$ cat src/rtl/stopwatch_counter_pkg.sv
// Shared constants and FSM encoding for the stopwatch counter.
package stopwatch_counter_pkg;

  localparam int unsigned FIELD_W     = 6;
  localparam int unsigned DEF_MAX_MIN = 59;
  localparam int unsigned DEF_MAX_SEC = 59;

  typedef enum logic {
    ST_RUN    = 1'b0,
    ST_PAUSED = 1'b1
  } state_t;

endpackage

$ cat src/rtl/stopwatch_counter_if.sv
// Control ticks and time outputs exchanged between the stopwatch and its environment.
interface stopwatch_counter_if;
  import stopwatch_counter_pkg::*;

  logic               tick_1hz;
  logic               tick_2hz;
  logic               pause;
  logic               adj;
  logic               sel;
  logic [FIELD_W-1:0] minute;
  logic [FIELD_W-1:0] second;
  logic               running;

  modport master (
    output tick_1hz, tick_2hz, pause, adj, sel,
    input  minute, second, running
  );

  modport slave (
    input  tick_1hz, tick_2hz, pause, adj, sel,
    output minute, second, running
  );
endinterface

$ cat src/rtl/stopwatch_counter_mod_n_counter.sv
// Modulo-(MAX+1) counter field; at MAX it wraps when wrap_en is set, otherwise holds.
module mod_n_counter #(
  parameter int unsigned W   = 6,
  parameter int unsigned MAX = 59
) (
  input  logic         clk,
  input  logic         rst,
  input  logic         inc,
  input  logic         wrap_en,
  output logic [W-1:0] value,
  output logic         carry_out
);

  logic at_max;

  assign at_max    = (value == W'(MAX));
  assign carry_out = inc && at_max;

  always_ff @(posedge clk) begin
    if (rst) begin
      value <= '0;
    end else if (inc) begin
      if (!at_max)      value <= value + W'(1);
      else if (wrap_en) value <= '0;
    end
  end

endmodule

$ cat src/rtl/stopwatch_counter.sv
// Minutes:seconds stopwatch with run/pause FSM and a per-field adjust mode.
// Build option: define STOPWATCH_ROLLOVER_EN to wrap MAX_MIN:MAX_SEC to 00:00 instead of saturating.
module stopwatch_counter
  import stopwatch_counter_pkg::*;
#(
  parameter int unsigned MAX_MIN = DEF_MAX_MIN,
  parameter int unsigned MAX_SEC = DEF_MAX_SEC
) (
  input  logic                clk,
  input  logic                rst,
  stopwatch_counter_if.slave  bus
);

`ifdef STOPWATCH_ROLLOVER_EN
  localparam bit ROLLOVER_EN = 1'b1;
`else
  localparam bit ROLLOVER_EN = 1'b0;
`endif

  state_t state, state_next;

  logic count_tick;
  logic sec_inc, min_inc;
  logic sec_wrap, min_wrap;
  logic sec_carry, min_carry;

  always_ff @(posedge clk) begin
    if (rst) state <= ST_RUN;
    else     state <= state_next;
  end

  always_comb begin
    state_next = state;
    if (bus.pause) begin
      case (state)
        ST_RUN:    state_next = ST_PAUSED;
        ST_PAUSED: state_next = ST_RUN;
        default:   state_next = ST_RUN;
      endcase
    end
  end

  assign bus.running = (state == ST_RUN);

  // Normal counting carries seconds into minutes; adjust bumps only the selected field.
  assign count_tick = !bus.adj && (state == ST_RUN) && bus.tick_1hz;
  assign sec_inc    = count_tick || (bus.adj && bus.tick_2hz && bus.sel);
  assign min_inc    = (count_tick && sec_carry) || (bus.adj && bus.tick_2hz && !bus.sel);

  // Without rollover, a count tick at the full maximum freezes both fields.
  assign min_wrap = ROLLOVER_EN || bus.adj;
  assign sec_wrap = ROLLOVER_EN || bus.adj || !min_carry;

  mod_n_counter #(.W(FIELD_W), .MAX(MAX_SEC)) u_sec (
    .clk       (clk),
    .rst       (rst),
    .inc       (sec_inc),
    .wrap_en   (sec_wrap),
    .value     (bus.second),
    .carry_out (sec_carry)
  );

  mod_n_counter #(.W(FIELD_W), .MAX(MAX_MIN)) u_min (
    .clk       (clk),
    .rst       (rst),
    .inc       (min_inc),
    .wrap_en   (min_wrap),
    .value     (bus.minute),
    .carry_out (min_carry)
  );

endmodule

$ cat src/flat_wrapper.sv
// flat-port wrapper written by rule: the top's interface ports become plain ports
module stopwatch_counter_flat import stopwatch_counter_pkg::*;
#(
  parameter int unsigned MAX_MIN = DEF_MAX_MIN,
  parameter int unsigned MAX_SEC = DEF_MAX_SEC
)
  (clk, rst, bus_tick_1hz, bus_tick_2hz, bus_pause, bus_adj, bus_sel, bus_minute, bus_second, bus_running);
  stopwatch_counter_if bus_i ();
  input  logic clk;
  input  logic rst;
  input wire logic [$bits(bus_i.tick_1hz)-1:0] bus_tick_1hz;
  input wire logic [$bits(bus_i.tick_2hz)-1:0] bus_tick_2hz;
  input wire logic [$bits(bus_i.pause)-1:0] bus_pause;
  input wire logic [$bits(bus_i.adj)-1:0] bus_adj;
  input wire logic [$bits(bus_i.sel)-1:0] bus_sel;
  output wire logic [$bits(bus_i.minute)-1:0] bus_minute;
  output wire logic [$bits(bus_i.second)-1:0] bus_second;
  output wire logic [$bits(bus_i.running)-1:0] bus_running;
  assign bus_i.tick_1hz = bus_tick_1hz;
  assign bus_i.tick_2hz = bus_tick_2hz;
  assign bus_i.pause = bus_pause;
  assign bus_i.adj = bus_adj;
  assign bus_i.sel = bus_sel;
  assign bus_minute = bus_i.minute;
  assign bus_second = bus_i.second;
  assign bus_running = bus_i.running;
  stopwatch_counter #(.MAX_MIN(MAX_MIN), .MAX_SEC(MAX_SEC)) u_core (.clk(clk), .rst(rst), .bus(bus_i));
endmodule
$ cat config.mk
export PLATFORM = sky130hd
export DESIGN_NAME = stopwatch_counter_flat
export DESIGN_NICKNAME = d
export VERILOG_FILES = /design/src/rtl/stopwatch_counter_pkg.sv /design/src/rtl/stopwatch_counter_if.sv /design/src/rtl/stopwatch_counter_mod_n_counter.sv /design/src/rtl/stopwatch_counter.sv /design/src/flat_wrapper.sv
export SDC_FILE = /design/constraint.sdc
export NUM_CORES = 1
export LEC_CHECK = 0
export CAP_MARGIN = 25
export CORE_MARGIN = 3
export CORE_UTILIZATION = 46
export DETAILED_ROUTE_END_ITERATION = 6
export PLACE_DENSITY_LB_ADDON = 0.25
export SETUP_SLACK_MARGIN = 0.2
export SYNTH_ARGS = -nofsm -noshare
export SYNTH_HDL_FRONTEND = slang
export SYNTH_SLANG_ARGS = --single-unit
$ cat constraint.sdc
create_clock -name clk -period 1.98 [get_ports clk]
set_clock_uncertainty 0.05 [all_clocks]
set_input_delay 0.396 -clock clk [delete_from_list [all_inputs] [get_ports clk]]
set_output_delay 0.396 -clock clk [all_outputs]
set_load 0.02 [all_outputs]
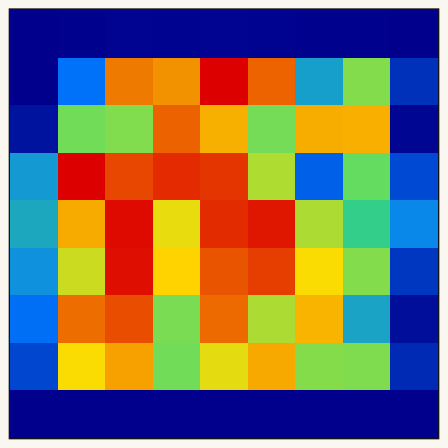
(images/density.png)
9 x 9 tiles, from dark blue (low) to red (high), 0 to 100% covered.
densest ninth of the die: centre
fullest tile: 100%
mean over tiles: 47%
nearly empty tiles: 25%
tiles over 75% full: 32%

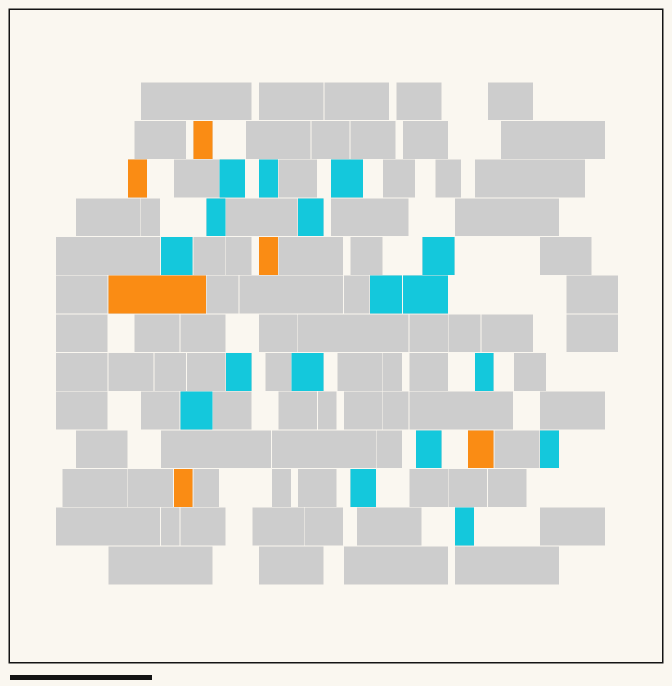
(images/gate_families.png)
Bar = 10 µm.
| family | colour | cells |
|---|---|---|
| NAND gates | cyan | 17 |
| NOR gates | orange | 6 |

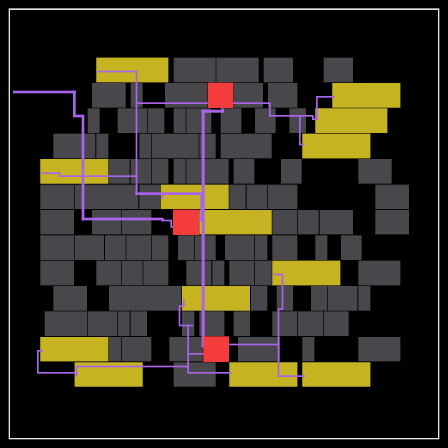
(images/clock_map.png)
[flip-flops] yellow | count: 13
[cells driving clock nets] red | count: 3
[clock wires] purple | length: 192 µm
routed clock nets: 4
flops lie: spread over the die

==> results.cfg <==
; generated from flow reports
[cts]
clock_latency_ns = 0.28
post_cts_buffers = 0
cts_tree = yes
clock_sinks = 13
max-clock-path-buffers = 2

[global_route]
groute.layer.met3.usage = 0.0356
largest_net_degree_at_the_start_of_global_routing = 13
use_met1 = 0.249

[logic_synthesis]
synthesis.area_um2 = 731
ys_cells = 82
synth.yosys.seq_area_share = 0.356
synth_largest_type_area_fraction = 0.356
dominant_cell_by_count_in_the_synthesized_netlist = sky130_fd_sc_hd__dfxtp_1

[setup_path]
capturing_instance_or_port_of_the_critical_path = bus_minute[5]
slowest_stage = sky130_fd_sc_hd__clkdlybuf4s50_1
timing.critical_path.slowest_cell_delay_ns = 0.61
timing.critical_path.to_type = primary output
worstPathRequired_ns = 1.53
rr_worst_depth = 5
worst-path-max-fanout = 4
criticalPathCategory = reg2out

[final_layout]
num-fill-cells = 107
multiInputGateArea_um2 = 452
final_layout_size_suffix_gt1_frac = 0.160
stdcell_area_um2 = 1010
non_clock_inverter_count = 4
layout_top_cells = 10 x sky130_fd_sc_hd__dfxtp_1, 8 x sky130_fd_sc_hd__clkdlybuf4s50_1, 8 x sky130_fd_sc_hd__dlymetal6s2s_1
area.share.sequential = 0.261
final.signal_buffer_count = 23

[drt]
avgRoutedWirePerCell_um = 14.2
drt-pass1-iter-count = 4

[placement]
gp_congestion = 0.800
post-place-cells = 117
placement.setup.worst_slack_ns = -0.0370
cell_area_after_placement_um2 = 957

[worst_hold_path]
hold-path-endpoint = u_core.u_min.value[5]
min-delay-path-class = reg2reg

[pwr]
pwr_density_cell_nw_per_um2 = 546
total_power_uw = 552

[floorplanning]
fp_util = 0.522
io_pins = 20

[run_status]
outcome = finished, final reports clean

[sta]
worst_hold_slack_ns = 0.444
power by group:
group / total [µW] / internal [µW] / switching, µW
clock network: 172 / 78.3 / 93.7
logic: 93.9 / 48.1 / 45.8
registers: 286 / 272 / 14.8
kinds of logic (layout without fill, tap and decap cells):
kind of cell | count (synthesis) | count (layout) | synth area share
mux | 2 | 2 | 0.0274
simple gates | 34 | 34 | 0.296
fa+ha+maj | 2 | 2 | 0.0342
compound gates | 23 | 23 | 0.236
buf+inv | 7 | 31 | 0.0377
xor+xnor | 1 | 1 | 0.0120
flops | 13 | 13 | 0.356
state kept, by name, summed over array words and instances (netlist names):
signal,count
u_core.u_min.value,6
u_core.state,1
u_core.u_sec.value,6
No activity file was given, so power comes from the tool's default toggle rates.
